### Wiring heat map

Bar = 20 µm. 19 x 19 tiles, from dark purple (low) to yellow (high), scaled to the fullest tile. Values are wire area over tile area, all layers added.
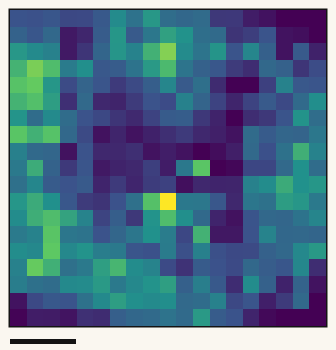
### Cell classes on the final placement

Bar = 20 µm.
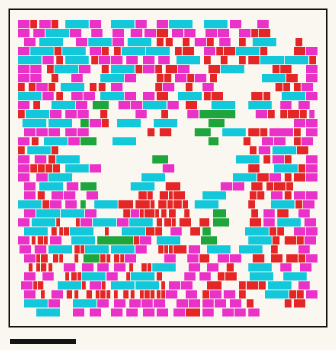
### src/rtl/load_store_unit_if.sv
// Request/response and memory-side signal bundle for load_store_unit.
// Ports (all carried inside the interface):
//   req_*   : byte-addressed request from the MEM stage (valid/ready handshake)
//   resp_*  : one-cycle completion pulse with load data / error flag
//   mem_*   : word-addressed, zero-wait memory port
// Modports: slave = the load/store unit, master = core + memory side.
interface load_store_unit_if #(
    parameter int unsigned ADDR_W = 18
) ();
    logic              req_valid;
    logic              req_ready;
    logic              req_write;
    logic [1:0]        req_size;
    logic              req_signed;
    logic [31:0]       req_addr;
    logic [31:0]       req_wdata;
    logic              resp_valid;
    logic [31:0]       resp_rdata;
    logic              resp_err;
    logic [ADDR_W-1:0] mem_address;
    logic [31:0]       mem_write_data;
    logic              mem_read;
    logic              mem_write;
    logic [31:0]       mem_read_data;

    modport slave (
        input  req_valid, req_write, req_size, req_signed, req_addr, req_wdata,
        input  mem_read_data,
        output req_ready, resp_valid, resp_rdata, resp_err,
        output mem_address, mem_write_data, mem_read, mem_write
    );

    modport master (
        output req_valid, req_write, req_size, req_signed, req_addr, req_wdata,
        output mem_read_data,
        input  req_ready, resp_valid, resp_rdata, resp_err,
        input  mem_address, mem_write_data, mem_read, mem_write
    );
endinterface

### src/rtl/load_store_unit.sv
// Multi-cycle load/store sequencer between the MEM stage and a word-addressed
// zero-wait memory. Converts one byte-addressed request into one or two word
// accesses (read-modify-write for byte/half stores), extracts big-endian load
// lanes with sign/zero extension, and rejects misaligned/out-of-range requests
// without touching memory.
// Ports:
//   clk  : rising-edge clock
//   rst  : synchronous active-high reset
//   bus  : load_store_unit_if.slave (request, response and memory signals)
// Build option: define LSU_SUBWORD_EN to support byte/half accesses; without
// it only word accesses are legal and every other size returns an error.
module load_store_unit #(
    parameter int unsigned ADDR_W = 18
) (
    input  logic             clk,
    input  logic             rst,
    load_store_unit_if.slave bus
);
    localparam int unsigned DATA_W  = 32;
    localparam int unsigned BYTE_AW = ADDR_W + 2;

    typedef enum logic [1:0] {S_IDLE, S_RD, S_WR, S_RESP} state_e;

    state_e              state_q, state_d;
    logic                req_ready_q, req_ready_d;
    logic                resp_valid_q, resp_valid_d;
    logic [DATA_W-1:0]   resp_rdata_q, resp_rdata_d;
    logic                resp_err_q, resp_err_d;
    logic [ADDR_W-1:0]   mem_address_q, mem_address_d;
    logic [DATA_W-1:0]   mem_write_data_q, mem_write_data_d;
    logic                mem_read_q, mem_read_d;
    logic                mem_write_q, mem_write_d;
    logic                req_err_c;

`ifdef LSU_SUBWORD_EN
    logic                write_q, write_d;
    logic [1:0]          size_q, size_d;
    logic                signed_q, signed_d;
    logic [1:0]          off_q, off_d;
    logic [15:0]         wdata_q, wdata_d;
    logic [4:0]          byte_sh_c;
    logic [4:0]          half_sh_c;
    logic [7:0]          lane_b_c;
    logic [15:0]         lane_h_c;
    logic [DATA_W-1:0]   mask_c;
    logic [DATA_W-1:0]   ins_c;
    logic [DATA_W-1:0]   load_data_c;
    logic [DATA_W-1:0]   merge_data_c;
`endif

    // Request legality: size/alignment plus upper byte-address bits
    always_comb begin
        req_err_c = (bus.req_addr >> BYTE_AW) != 32'd0;
`ifdef LSU_SUBWORD_EN
        case (bus.req_size)
            2'b00:   ;
            2'b01:   if (bus.req_addr[0]) req_err_c = 1'b1;
            2'b10:   if (bus.req_addr[1:0] != 2'b00) req_err_c = 1'b1;
            default: req_err_c = 1'b1;
        endcase
`else
        if (bus.req_size != 2'b10 || bus.req_addr[1:0] != 2'b00) req_err_c = 1'b1;
`endif
    end

`ifdef LSU_SUBWORD_EN
    // Big-endian lane select: byte offset 0 is bits [31:24], half offset 0 is [31:16]
    always_comb begin
        byte_sh_c = {~off_q, 3'b000};
        half_sh_c = {~off_q[1], 4'b0000};
        lane_b_c  = 8'(bus.mem_read_data >> byte_sh_c);
        lane_h_c  = 16'(bus.mem_read_data >> half_sh_c);
        case (size_q)
            2'b00:   load_data_c = signed_q ? {{24{lane_b_c[7]}}, lane_b_c} : {24'd0, lane_b_c};
            2'b01:   load_data_c = signed_q ? {{16{lane_h_c[15]}}, lane_h_c} : {16'd0, lane_h_c};
            default: load_data_c = bus.mem_read_data;
        endcase
        if (size_q == 2'b00) begin
            mask_c = 32'h0000_00FF << byte_sh_c;
            ins_c  = 32'(wdata_q[7:0]) << byte_sh_c;
        end else begin
            mask_c = 32'h0000_FFFF << half_sh_c;
            ins_c  = 32'(wdata_q) << half_sh_c;
        end
        merge_data_c = (bus.mem_read_data & ~mask_c) | ins_c;
    end
`endif

    // Next state and next registered outputs; strobes follow the next state
    always_comb begin
        state_d          = state_q;
        resp_rdata_d     = '0;
        resp_err_d       = 1'b0;
        mem_address_d    = mem_address_q;
        mem_write_data_d = mem_write_data_q;
`ifdef LSU_SUBWORD_EN
        write_d          = write_q;
        size_d           = size_q;
        signed_d         = signed_q;
        off_d            = off_q;
        wdata_d          = wdata_q;
`endif
        case (state_q)
            S_IDLE: begin
                if (bus.req_valid) begin
                    mem_address_d = bus.req_addr[ADDR_W+1:2];
`ifdef LSU_SUBWORD_EN
                    write_d  = bus.req_write;
                    size_d   = bus.req_size;
                    signed_d = bus.req_signed;
                    off_d    = bus.req_addr[1:0];
                    wdata_d  = bus.req_wdata[15:0];
`endif
                    if (req_err_c) begin
                        state_d    = S_RESP;
                        resp_err_d = 1'b1;
                    end else if (bus.req_write && bus.req_size == 2'b10) begin
                        state_d          = S_WR;
                        mem_write_data_d = bus.req_wdata;
                    end else begin
                        state_d = S_RD;
                    end
                end
            end
            S_RD: begin
`ifdef LSU_SUBWORD_EN
                if (write_q) begin
                    state_d          = S_WR;
                    mem_write_data_d = merge_data_c;
                end else begin
                    state_d      = S_RESP;
                    resp_rdata_d = load_data_c;
                end
`else
                state_d      = S_RESP;
                resp_rdata_d = bus.mem_read_data;
`endif
            end
            S_WR:    state_d = S_RESP;
            default: state_d = S_IDLE;
        endcase
        req_ready_d  = (state_d == S_IDLE);
        resp_valid_d = (state_d == S_RESP);
        mem_read_d   = (state_d == S_RD);
        mem_write_d  = (state_d == S_WR);
    end

    // State and output registers
    always_ff @(posedge clk) begin
        if (rst) begin
            state_q          <= S_IDLE;
            req_ready_q      <= 1'b1;
            resp_valid_q     <= 1'b0;
            resp_rdata_q     <= '0;
            resp_err_q       <= 1'b0;
            mem_address_q    <= '0;
            mem_write_data_q <= '0;
            mem_read_q       <= 1'b0;
            mem_write_q      <= 1'b0;
`ifdef LSU_SUBWORD_EN
            write_q          <= 1'b0;
            size_q           <= 2'b00;
            signed_q         <= 1'b0;
            off_q            <= 2'b00;
            wdata_q          <= '0;
`endif
        end else begin
            state_q          <= state_d;
            req_ready_q      <= req_ready_d;
            resp_valid_q     <= resp_valid_d;
            resp_rdata_q     <= resp_rdata_d;
            resp_err_q       <= resp_err_d;
            mem_address_q    <= mem_address_d;
            mem_write_data_q <= mem_write_data_d;
            mem_read_q       <= mem_read_d;
            mem_write_q      <= mem_write_d;
`ifdef LSU_SUBWORD_EN
            write_q          <= write_d;
            size_q           <= size_d;
            signed_q         <= signed_d;
            off_q            <= off_d;
            wdata_q          <= wdata_d;
`endif
        end
    end

    assign bus.req_ready      = req_ready_q;
    assign bus.resp_valid     = resp_valid_q;
    assign bus.resp_rdata     = resp_rdata_q;
    assign bus.resp_err       = resp_err_q;
    assign bus.mem_address    = mem_address_q;
    assign bus.mem_write_data = mem_write_data_q;
    assign bus.mem_read       = mem_read_q;
    assign bus.mem_write      = mem_write_q;
endmodule

### src/flat_wrapper.sv
// flat-port wrapper written by rule: the top's interface ports become plain ports
module load_store_unit_flat 
#(
    parameter int unsigned ADDR_W = 18
)
  (clk, rst, bus_req_valid, bus_req_write, bus_req_size, bus_req_signed, bus_req_addr, bus_req_wdata, bus_mem_read_data, bus_req_ready, bus_resp_valid, bus_resp_rdata, bus_resp_err, bus_mem_address, bus_mem_write_data, bus_mem_read, bus_mem_write);
  load_store_unit_if #(.ADDR_W(ADDR_W)) bus_i ();
  input  logic clk;
  input  logic rst;
  input wire logic [$bits(bus_i.req_valid)-1:0] bus_req_valid;
  input wire logic [$bits(bus_i.req_write)-1:0] bus_req_write;
  input wire logic [$bits(bus_i.req_size)-1:0] bus_req_size;
  input wire logic [$bits(bus_i.req_signed)-1:0] bus_req_signed;
  input wire logic [$bits(bus_i.req_addr)-1:0] bus_req_addr;
  input wire logic [$bits(bus_i.req_wdata)-1:0] bus_req_wdata;
  input wire logic [$bits(bus_i.mem_read_data)-1:0] bus_mem_read_data;
  output wire logic [$bits(bus_i.req_ready)-1:0] bus_req_ready;
  output wire logic [$bits(bus_i.resp_valid)-1:0] bus_resp_valid;
  output wire logic [$bits(bus_i.resp_rdata)-1:0] bus_resp_rdata;
  output wire logic [$bits(bus_i.resp_err)-1:0] bus_resp_err;
  output wire logic [$bits(bus_i.mem_address)-1:0] bus_mem_address;
  output wire logic [$bits(bus_i.mem_write_data)-1:0] bus_mem_write_data;
  output wire logic [$bits(bus_i.mem_read)-1:0] bus_mem_read;
  output wire logic [$bits(bus_i.mem_write)-1:0] bus_mem_write;
  assign bus_i.req_valid = bus_req_valid;
  assign bus_i.req_write = bus_req_write;
  assign bus_i.req_size = bus_req_size;
  assign bus_i.req_signed = bus_req_signed;
  assign bus_i.req_addr = bus_req_addr;
  assign bus_i.req_wdata = bus_req_wdata;
  assign bus_i.mem_read_data = bus_mem_read_data;
  assign bus_req_ready = bus_i.req_ready;
  assign bus_resp_valid = bus_i.resp_valid;
  assign bus_resp_rdata = bus_i.resp_rdata;
  assign bus_resp_err = bus_i.resp_err;
  assign bus_mem_address = bus_i.mem_address;
  assign bus_mem_write_data = bus_i.mem_write_data;
  assign bus_mem_read = bus_i.mem_read;
  assign bus_mem_write = bus_i.mem_write;
  load_store_unit #(.ADDR_W(ADDR_W)) u_core (.clk(clk), .rst(rst), .bus(bus_i));
endmodule
### config.mk
export PLATFORM = sky130hd
export DESIGN_NAME = load_store_unit_flat
export DESIGN_NICKNAME = d
export VERILOG_FILES = /design/src/rtl/load_store_unit_if.sv /design/src/rtl/load_store_unit.sv /design/src/flat_wrapper.sv
export SDC_FILE = /design/constraint.sdc
export NUM_CORES = 1
export LEC_CHECK = 0
export CAP_MARGIN = 40
export CORE_MARGIN = 2
export CORE_UTILIZATION = 40
export CTS_BUF_LIST = sky130_fd_sc_hd__clkbuf_4 sky130_fd_sc_hd__clkbuf_8 sky130_fd_sc_hd__clkbuf_16
export CTS_CLUSTER_DIAMETER = 150
export DETAILED_ROUTE_END_ITERATION = 10
export PLACE_DENSITY = 0.89
export SYNTH_ARGS = -nofsm -noshare
export SYNTH_HDL_FRONTEND = slang
export SYNTH_SLANG_ARGS = --single-unit
### constraint.sdc
create_clock -name clk -period 4.1 [get_ports clk]
set_input_delay 0.82 -clock clk [delete_from_list [all_inputs] [get_ports clk]]
set_output_delay 0.82 -clock clk [all_outputs]
set_load 0.02 [all_outputs]
==> metrics.cfg <==
[timing]
fin_worst_skew_ns = 0.0130
relSlewSlack_pct = 56.2
rsz0062_at_grt = no
whs_ns = 0.458

[drt]
vias = 2840
ant_nets = 0
highest_layer = met5
viasPerCell = 4.61
dr.first_iter.drc_count = 94

[yosys]
synth_nets = 432
yosysUniqueCellTypes = 30
logic_family = simple AND/OR/NAND/NOR gates
synth_top_area_share_pct = 53.4
topCellsByArea = dfxtp_1 (53%), nand2b_1 (12%), mux2i_1 (9.6%)
ys_seq_share_pct = 53.4
postSynthCellCount = 326
synthFlopType = dfxtp_1

[placed_design]
dp_hpwl_mm = 6.34
placed_area_um2 = 5220

[critical_path]
crit_chain = clkdlybuf4s50_1 -> and2_1 -> and3_4 -> mux2i_1
slowest_delay_ns = 0.68
startpoint = bus_req_valid
crit_type = input port to register
cp_data_arrival_time_ns = 3.07
crit_cells = 4

[cells_and_area]
nets = 612
lay_top_count = clkdlybuf4s50_1
layout_top_cells = clkdlybuf4s50_1 (187), dfxtp_1 (89), nand2b_1 (64), nand2_1 (37), and2_1 (33)
areaGrowthSynthToFinish_pct = 62.9
n_all_buffers = 190

[power_and_ir_drop]
pg_comb_mw = 0.647
switching_share_pct = 29.2

[die]
initCoreUtil_pct = 41.1
num_io_pins = 190

[grt]
grt_max_degree = 50
track_usage_pct = 18.1
grt_use_met3_pct = 7.51
met1_usage_pct = 18.8
grt_overflow = 0

[worst_hold_path]
holdPathEnd = u_core.bus.mem_address[5]

[run_status]
outcome = finished clean

[cts]
clkSinkCount = 89
cts_hold_buf = 0

-- 'Wiring heat map' (at the start) --
nearly empty tiles: 4.2%
mean over tiles: 0.16
tiles over half the peak: 15%
WL/cell: 13.8 µm
drt total wl: 8.53 mm

-- 'Cell classes on the final placement' (at the start) --
| color | class | cells |
|---|---|---|
| red | all other logic | 216 |
| magenta | other buffers and delay cells | 190 |
| cyan | flip-flops | 89 |
| green | clock drivers and dummy loads | 16 |

